--- src/rtl/afifo_rd_drain_ctrl.sv ---
// Read-side drain controller for the async FIFO: pops rdata into a 2-entry
// skid buffer, handles empty back-pressure with a bounded wait, and supports underflow injection.
module afifo_rd_drain_ctrl #(
  parameter int unsigned DATA_WIDTH     = 8,
  parameter int unsigned MAX_EMPTY_WAIT = 16,
  parameter int unsigned CNT_WIDTH      = 32
) (
  input  logic                  rclk,
  input  logic                  rrst_n,
  input  logic                  en,
  input  logic                  inj_underflow,
  input  logic                  rempty,
  input  logic [DATA_WIDTH-1:0] rdata,
  output logic                  rinc,
  output logic                  m_valid,
  input  logic                  m_ready,
  output logic [DATA_WIDTH-1:0] m_data,
  output logic                  timeout,
  output logic                  underflow_err,
  output logic [CNT_WIDTH-1:0]  rd_count,
  output logic [CNT_WIDTH-1:0]  wait_count
);

  localparam int unsigned EW = $clog2(MAX_EMPTY_WAIT + 1);

  typedef enum logic [1:0] {
    S_IDLE    = 2'd0,
    S_RUN     = 2'd1,
    S_STALL   = 2'd2,
    S_TIMEOUT = 2'd3
  } state_e;

  state_e                state_q, state_d;
  logic [1:0]            occ_q, occ_d;
  logic [DATA_WIDTH-1:0] buf0_q, buf0_d, buf1_q, buf1_d;
  logic [EW-1:0]         empty_cnt_q, empty_cnt_d;
  logic [CNT_WIDTH-1:0]  rd_count_q, rd_count_d;
  logic [CNT_WIDTH-1:0]  wait_count_q, wait_count_d;
  logic                  uf_err_q, uf_err_d;

  logic active, pop_norm, inj_pop, out_fire;

  // Pop decisions: a normal pop needs room in the skid buffer; an injected pop only fires on empty.
  always_comb begin
    active   = (state_q == S_RUN) || (state_q == S_STALL);
    pop_norm = active && !rempty && (occ_q < 2'd2);
    inj_pop  = inj_underflow && rempty && (state_q != S_TIMEOUT);
    out_fire = (occ_q != 2'd0) && m_ready;
  end

  always_comb begin
    state_d      = state_q;
    empty_cnt_d  = empty_cnt_q;
    wait_count_d = wait_count_q;
    rd_count_d   = rd_count_q;
    uf_err_d     = uf_err_q | inj_pop;
    occ_d        = occ_q;
    buf0_d       = buf0_q;
    buf1_d       = buf1_q;

    unique case (state_q)
      S_IDLE: if (en) state_d = S_RUN;
      S_RUN: begin
        if (!en)        state_d = S_IDLE;
        else if (rempty) state_d = S_STALL;
      end
      S_STALL: begin
        if (!en) begin
          state_d     = S_IDLE;
          empty_cnt_d = '0;
        end else if (!rempty) begin
          state_d     = S_RUN;
          empty_cnt_d = '0;
        end else if (empty_cnt_q == EW'(MAX_EMPTY_WAIT - 1)) begin
          state_d     = S_TIMEOUT;
          empty_cnt_d = '0;
        end else begin
          empty_cnt_d = empty_cnt_q + EW'(1);
        end
      end
      S_TIMEOUT: if (!en) state_d = S_IDLE;
      default: state_d = S_IDLE;
    endcase

    if ((state_q == S_STALL) && rempty && (wait_count_q != {CNT_WIDTH{1'b1}}))
      wait_count_d = wait_count_q + CNT_WIDTH'(1);

    if (pop_norm && (rd_count_q != {CNT_WIDTH{1'b1}}))
      rd_count_d = rd_count_q + CNT_WIDTH'(1);

    // Skid buffer: buf0 is the head; push+pop only coexist at occ==1.
    unique case ({pop_norm, out_fire})
      2'b10: begin
        if (occ_q == 2'd0) buf0_d = rdata;
        else               buf1_d = rdata;
        occ_d = occ_q + 2'd1;
      end
      2'b01: begin
        buf0_d = buf1_q;
        occ_d  = occ_q - 2'd1;
      end
      2'b11: buf0_d = rdata;
      default: ;
    endcase
  end

  always_ff @(posedge rclk or negedge rrst_n) begin
    if (!rrst_n) begin
      state_q      <= S_IDLE;
      occ_q        <= '0;
      buf0_q       <= '0;
      buf1_q       <= '0;
      empty_cnt_q  <= '0;
      rd_count_q   <= '0;
      wait_count_q <= '0;
      uf_err_q     <= 1'b0;
    end else begin
      state_q      <= state_d;
      occ_q        <= occ_d;
      buf0_q       <= buf0_d;
      buf1_q       <= buf1_d;
      empty_cnt_q  <= empty_cnt_d;
      rd_count_q   <= rd_count_d;
      wait_count_q <= wait_count_d;
      uf_err_q     <= uf_err_d;
    end
  end

  assign rinc          = rrst_n && (pop_norm || inj_pop);
  assign m_valid       = (occ_q != 2'd0);
  assign m_data        = buf0_q;
  assign timeout       = (state_q == S_TIMEOUT);
  assign underflow_err = uf_err_q;
  assign rd_count      = rd_count_q;
  assign wait_count    = wait_count_q;

endmodule

--- config.mk ---
export PLATFORM = sky130hd
export DESIGN_NAME = afifo_rd_drain_ctrl
export DESIGN_NICKNAME = d
export VERILOG_FILES = /design/src/rtl/afifo_rd_drain_ctrl.sv
export SDC_FILE = /design/constraint.sdc
export NUM_CORES = 1
export LEC_CHECK = 0
export ABC_AREA = 1
export CORE_ASPECT_RATIO = 2
export CORE_MARGIN = 10
export CORE_UTILIZATION = 35
export CTS_CLUSTER_SIZE = 16
export DETAILED_ROUTE_END_ITERATION = 16
export GPL_TIMING_DRIVEN = 0
export HOLD_SLACK_MARGIN = 0.12
export PLACE_DENSITY = 0.67
export SYNTH_ARGS = -nofsm -noshare
export SYNTH_HDL_FRONTEND = slang
export SYNTH_SLANG_ARGS = --single-unit
--- constraint.sdc ---
create_clock -name rclk -period 6 [get_ports rclk]
set_input_delay 0.9 -clock rclk [delete_from_list [all_inputs] [get_ports rclk]]
set_output_delay 0.9 -clock rclk [all_outputs]
set_load 0.005 [all_outputs]
==> run_1/wire_density.png <==
22 x 39 tiles, from dark blue (low) to red (high), scaled to the fullest tile. Values are wire area over tile area, all layers added.
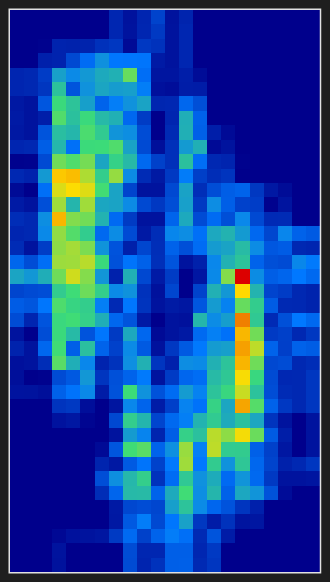
tiles over half the peak = 7.2%
densest ninth of the die = west
nearly empty tiles = 27%
fullest tile = 0.72

==> run_1/drive_strength.png <==
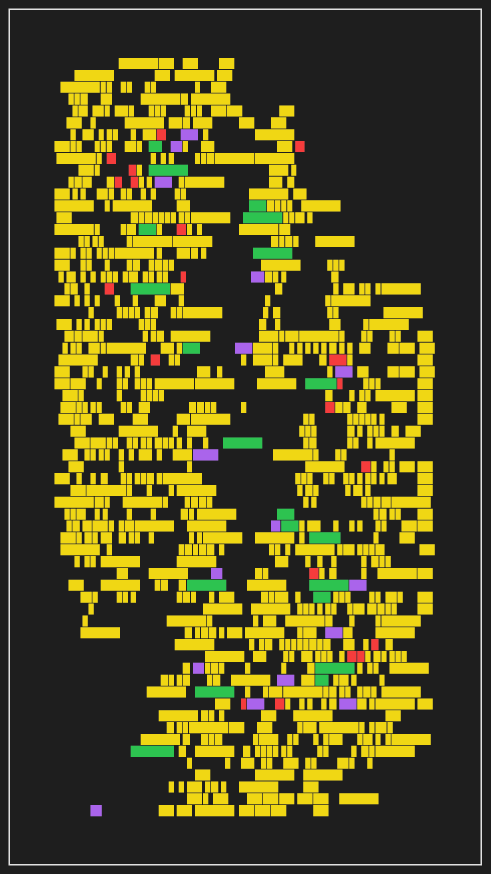
green -> drive 6 and up  # cells 20, share 2.3%
purple -> drive 3 to 4  # cells 16, share 1.9%
red -> drive 2  # cells 20, share 2.3%
yellow -> drive 1 or less  # cells 806, share 94%
number of ordinary and repair buffers in the finished layout: 103
setup slack of the critical path after layout: 2.35 ns

==> impl_metrics.yaml, run 1 <==
# synthesis and place-and-route metrics
routing:
  detailroute.via_count: 5252
  drt_met1_wl_um: 5700
  route.detailed.vias_per_inst: 4.95
  drt.antenna.violating_nets: 0
  detailroute.wirelength.met2_um: 9250
critical_path:
  timing_worst_setup_path_type: "primary input to output port"
  critPathCaptureType: "output port"
  worst_setup_path_startpoint: "rempty"
  crit_chain: "clkdlybuf4s50_1, nor2_4, inv_1, a21boi_0, clkdlybuf4s50_1"
  r2r-start: "state_q[0]$_DFFE_PN0P_"
  worstPathBufferInverterCount: 3
  critical-path-top-cell-by-count: "sky130_fd_sc_hd__clkdlybuf4s50_1"
  slowest_delay_ns: 0.59
  worstPathRequired_ns: 5.10
placed_design:
  dpl_hpwl_um: 12900
  dp.cells: 1044
  dpl-instance-area_um2: 6580
grt:
  pin_count_of_the_biggest_net_entering_global_routing: 47
  grt.met1_usage: 0.150
  top_usage_layer: "met2"
  met3_track_demand_over_resource: 0.0309
  globalRouteOverflowTotal: 0
synthesis:
  synth_top_cell_by_area: "sky130_fd_sc_hd__dfrtp_1"
  synth_mux_share: 0
  synth_dominant_cell_count: "sky130_fd_sc_hd__nand2_1"
  synth-seq-cells: 90
  syn-mean-instance-area_um2: 7.16
  postSynth.asyncResetShare: 1.00
floorplanning:
  n_tap_cell: 198
cts:
  cts_setup_buffers: 0
  post_cts_hold_buffer_count: 0
  cts.sink_count: 90
power:
  share_seq_of_total_power: 0.419
  power_report.internal_total_uw: 1220
  switching_power_total_uw: 622
  power_combinational_uw: 486
  leading_power_group: "registers"
final_layout:
  areaGrowthSynthToFinish_pct: 26.9
  logic_gates: 585
  area_dominant_class: "combinational gates"
hold_path:
  hold_path_class: "flop to flop"
sta:
  timing.final.crit_share: 0.608
  unrepaired_setup_endpoints_after_global_routing: "false"
  timing.max_slew.rel_slack: 0.556
  max_freq_ghz: 0.274
  hold_ws_ns: 0.468
  setup_viol: 0
outcome:
  run_status: "completed"
==> run_1/registers.png <==
Bar = 20 µm.
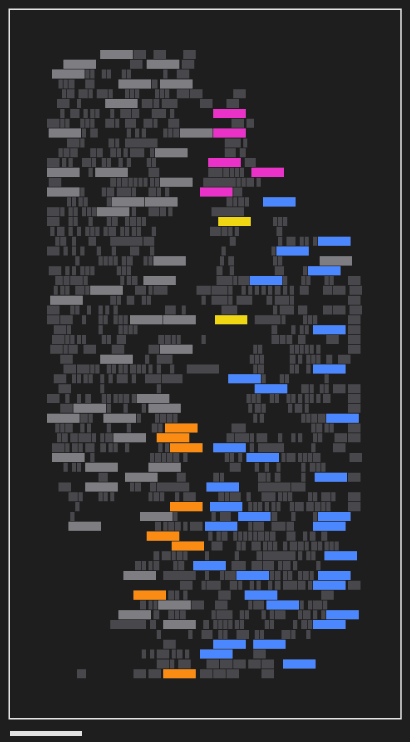
blue -> wait_count  # sequential cells 32
yellow -> state_q  # sequential cells 2
orange -> m_data  # sequential cells 8
magenta -> empty_cnt_q  # sequential cells 5, where north
not coloured = 43
power in sequential cells: 771 µW
Core Util, Final: 0.452
area taken by flip-flops and latches: 2250 µm²
flip-flop and latch share of the layout cell area: 0.328

==> run_1/final_placement.png <==
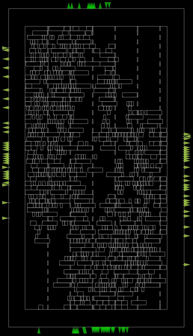

--- run 2 (diff from run 1) ---
--- a/config.mk
+++ b/config.mk
@@ -13,7 +13,7 @@
 export DETAILED_ROUTE_END_ITERATION = 16
 export GPL_TIMING_DRIVEN = 0
 export HOLD_SLACK_MARGIN = 0.12
-export PLACE_DENSITY = 0.67
+export PLACE_DENSITY = 0.7
 export SYNTH_ARGS = -nofsm -noshare
 export SYNTH_HDL_FRONTEND = slang
 export SYNTH_SLANG_ARGS = --single-unit
==> constraint.sdc (replaced) <==
create_clock -name rclk -period 3 [get_ports rclk]
set_input_delay 0.45 -clock rclk [delete_from_list [all_inputs] [get_ports rclk]]
set_output_delay 0.45 -clock rclk [all_outputs]
set_load 0.005 [all_outputs]
==> run_2/final_placement.png <==
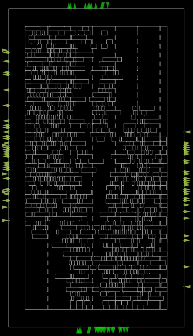
layout sequential cell count: 90
Core Util, Final: 0.453
post-route insts no fill: 1062
fillcell total: 1597
TAP cells: 198

==> run_2/clock_map.png <==
Bar = 20 µm.
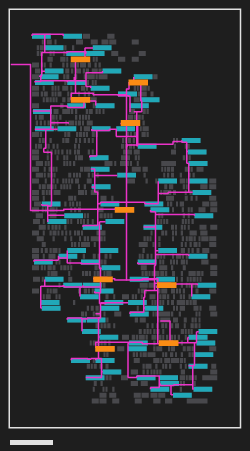
magenta -> clock wires  # length 1400 µm
cyan -> flip-flops  # count 90
orange -> cells driving clock nets  # count 9
flops lie = spread over the die
Setup Skew: 0.0123 ns
share of total power in the clock network: 0.307
clock latency reported for the late side of the worst-skew pair: 0.36 ns
power attributed to the clock group: 1120 µW

==> run 2 against run 1 <==
  * Combinational power is 100% higher
  * Synthesized cell count stayed put
  * Count of clock-buffer cells in the layout is 1 higher
  * Setup slack worse by 2.2 ns
  * Worst hold slack better by 0.024 ns
  * Cell count is 0.19% higher
  * Total power is 98% higher
  * Highest routed layer unchanged
  * Largest power group unchanged
  * Sequential share of layout area is 0.077 points lower
  * Critical endpoint unchanged
  * Flip-flop count stayed put
==> impl_metrics.yaml, run 2 <==
# synthesis and place-and-route metrics
grt:
  top_usage_layer: "met2"
  pin_count_of_the_biggest_net_entering_global_routing: 59
  grt.met1_usage: 0.152
  met3_track_demand_over_resource: 0.0335
sta:
  timing.max_slew.rel_slack: 0.632
  max_freq_ghz: 0.356
  hold_ws_ns: 0.492
  setup_viol: 0
  setup_ws_ns: 0.190
power:
  power_report.internal_total_uw: 2440
  power_in_sequential_cells_uw: 1540
final_layout:
  flip_flop_and_latch_share_of_the_layout_cell_area: 0.327
  areaGrowthSynthToFinish_pct: 27.2
routing:
  detailroute.wirelength.met2_um: 8980
  drt.antenna.violating_nets: 0
  detailroute.via_count: 5236
  route.detailed.vias_per_inst: 4.93
cts:
  post_cts_hold_buffer_count: 2
synthesis:
  synth_mux_share: 0
  synth-seq-cells: 90
  synth_top_cell_by_area: "sky130_fd_sc_hd__dfrtp_1"
  synth_dominant_cell_count: "sky130_fd_sc_hd__nand2_1"
  syn-mean-instance-area_um2: 7.16
critical_path:
  critPathCaptureType: "output port"
  worstPathBufferInverterCount: 3
  crit_chain: "inv_1, ha_1, nand2_1, nor2_4, inv_1, a21boi_1, clkdlybuf4s50_1"
  timing_worst_setup_path_type: "flop to output port"
  slowest_delay_ns: 0.54
  critical-path-top-cell-by-count: "sky130_fd_sc_hd__inv_1"
placed_design:
  dpl-instance-area_um2: 6580
  dp.cells: 1044
hold_path:
  hold_path_class: "flop to flop"
outcome:
  run_status: "completed"
==> run_2/drive_strength.png <==
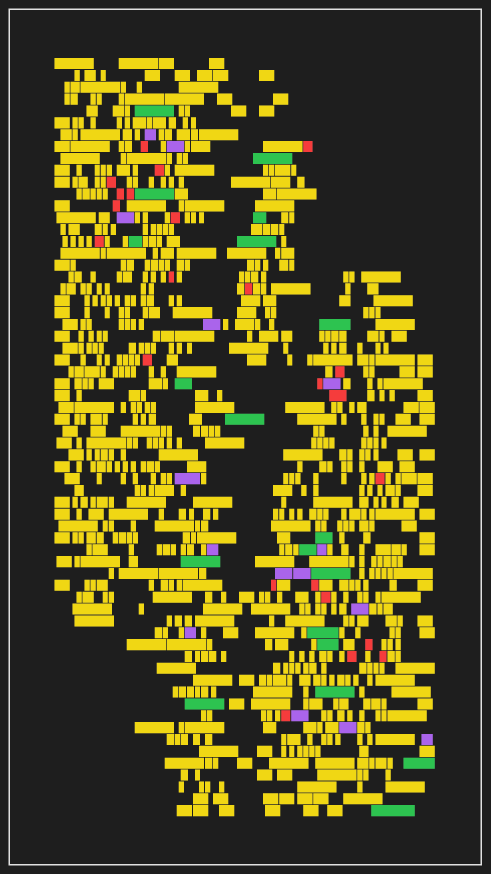
green -> drive 6 and up  # cells 19, share 2.2%
purple -> drive 3 to 4  # cells 15, share 1.7%
yellow -> drive 1 or less  # cells 807, share 93%
red -> drive 2  # cells 23, share 2.7%
cell area after layout: 6890 µm²
number of ordinary and repair buffers in the finished layout: 105

Power is estimated from default activity; no workload was simulated.
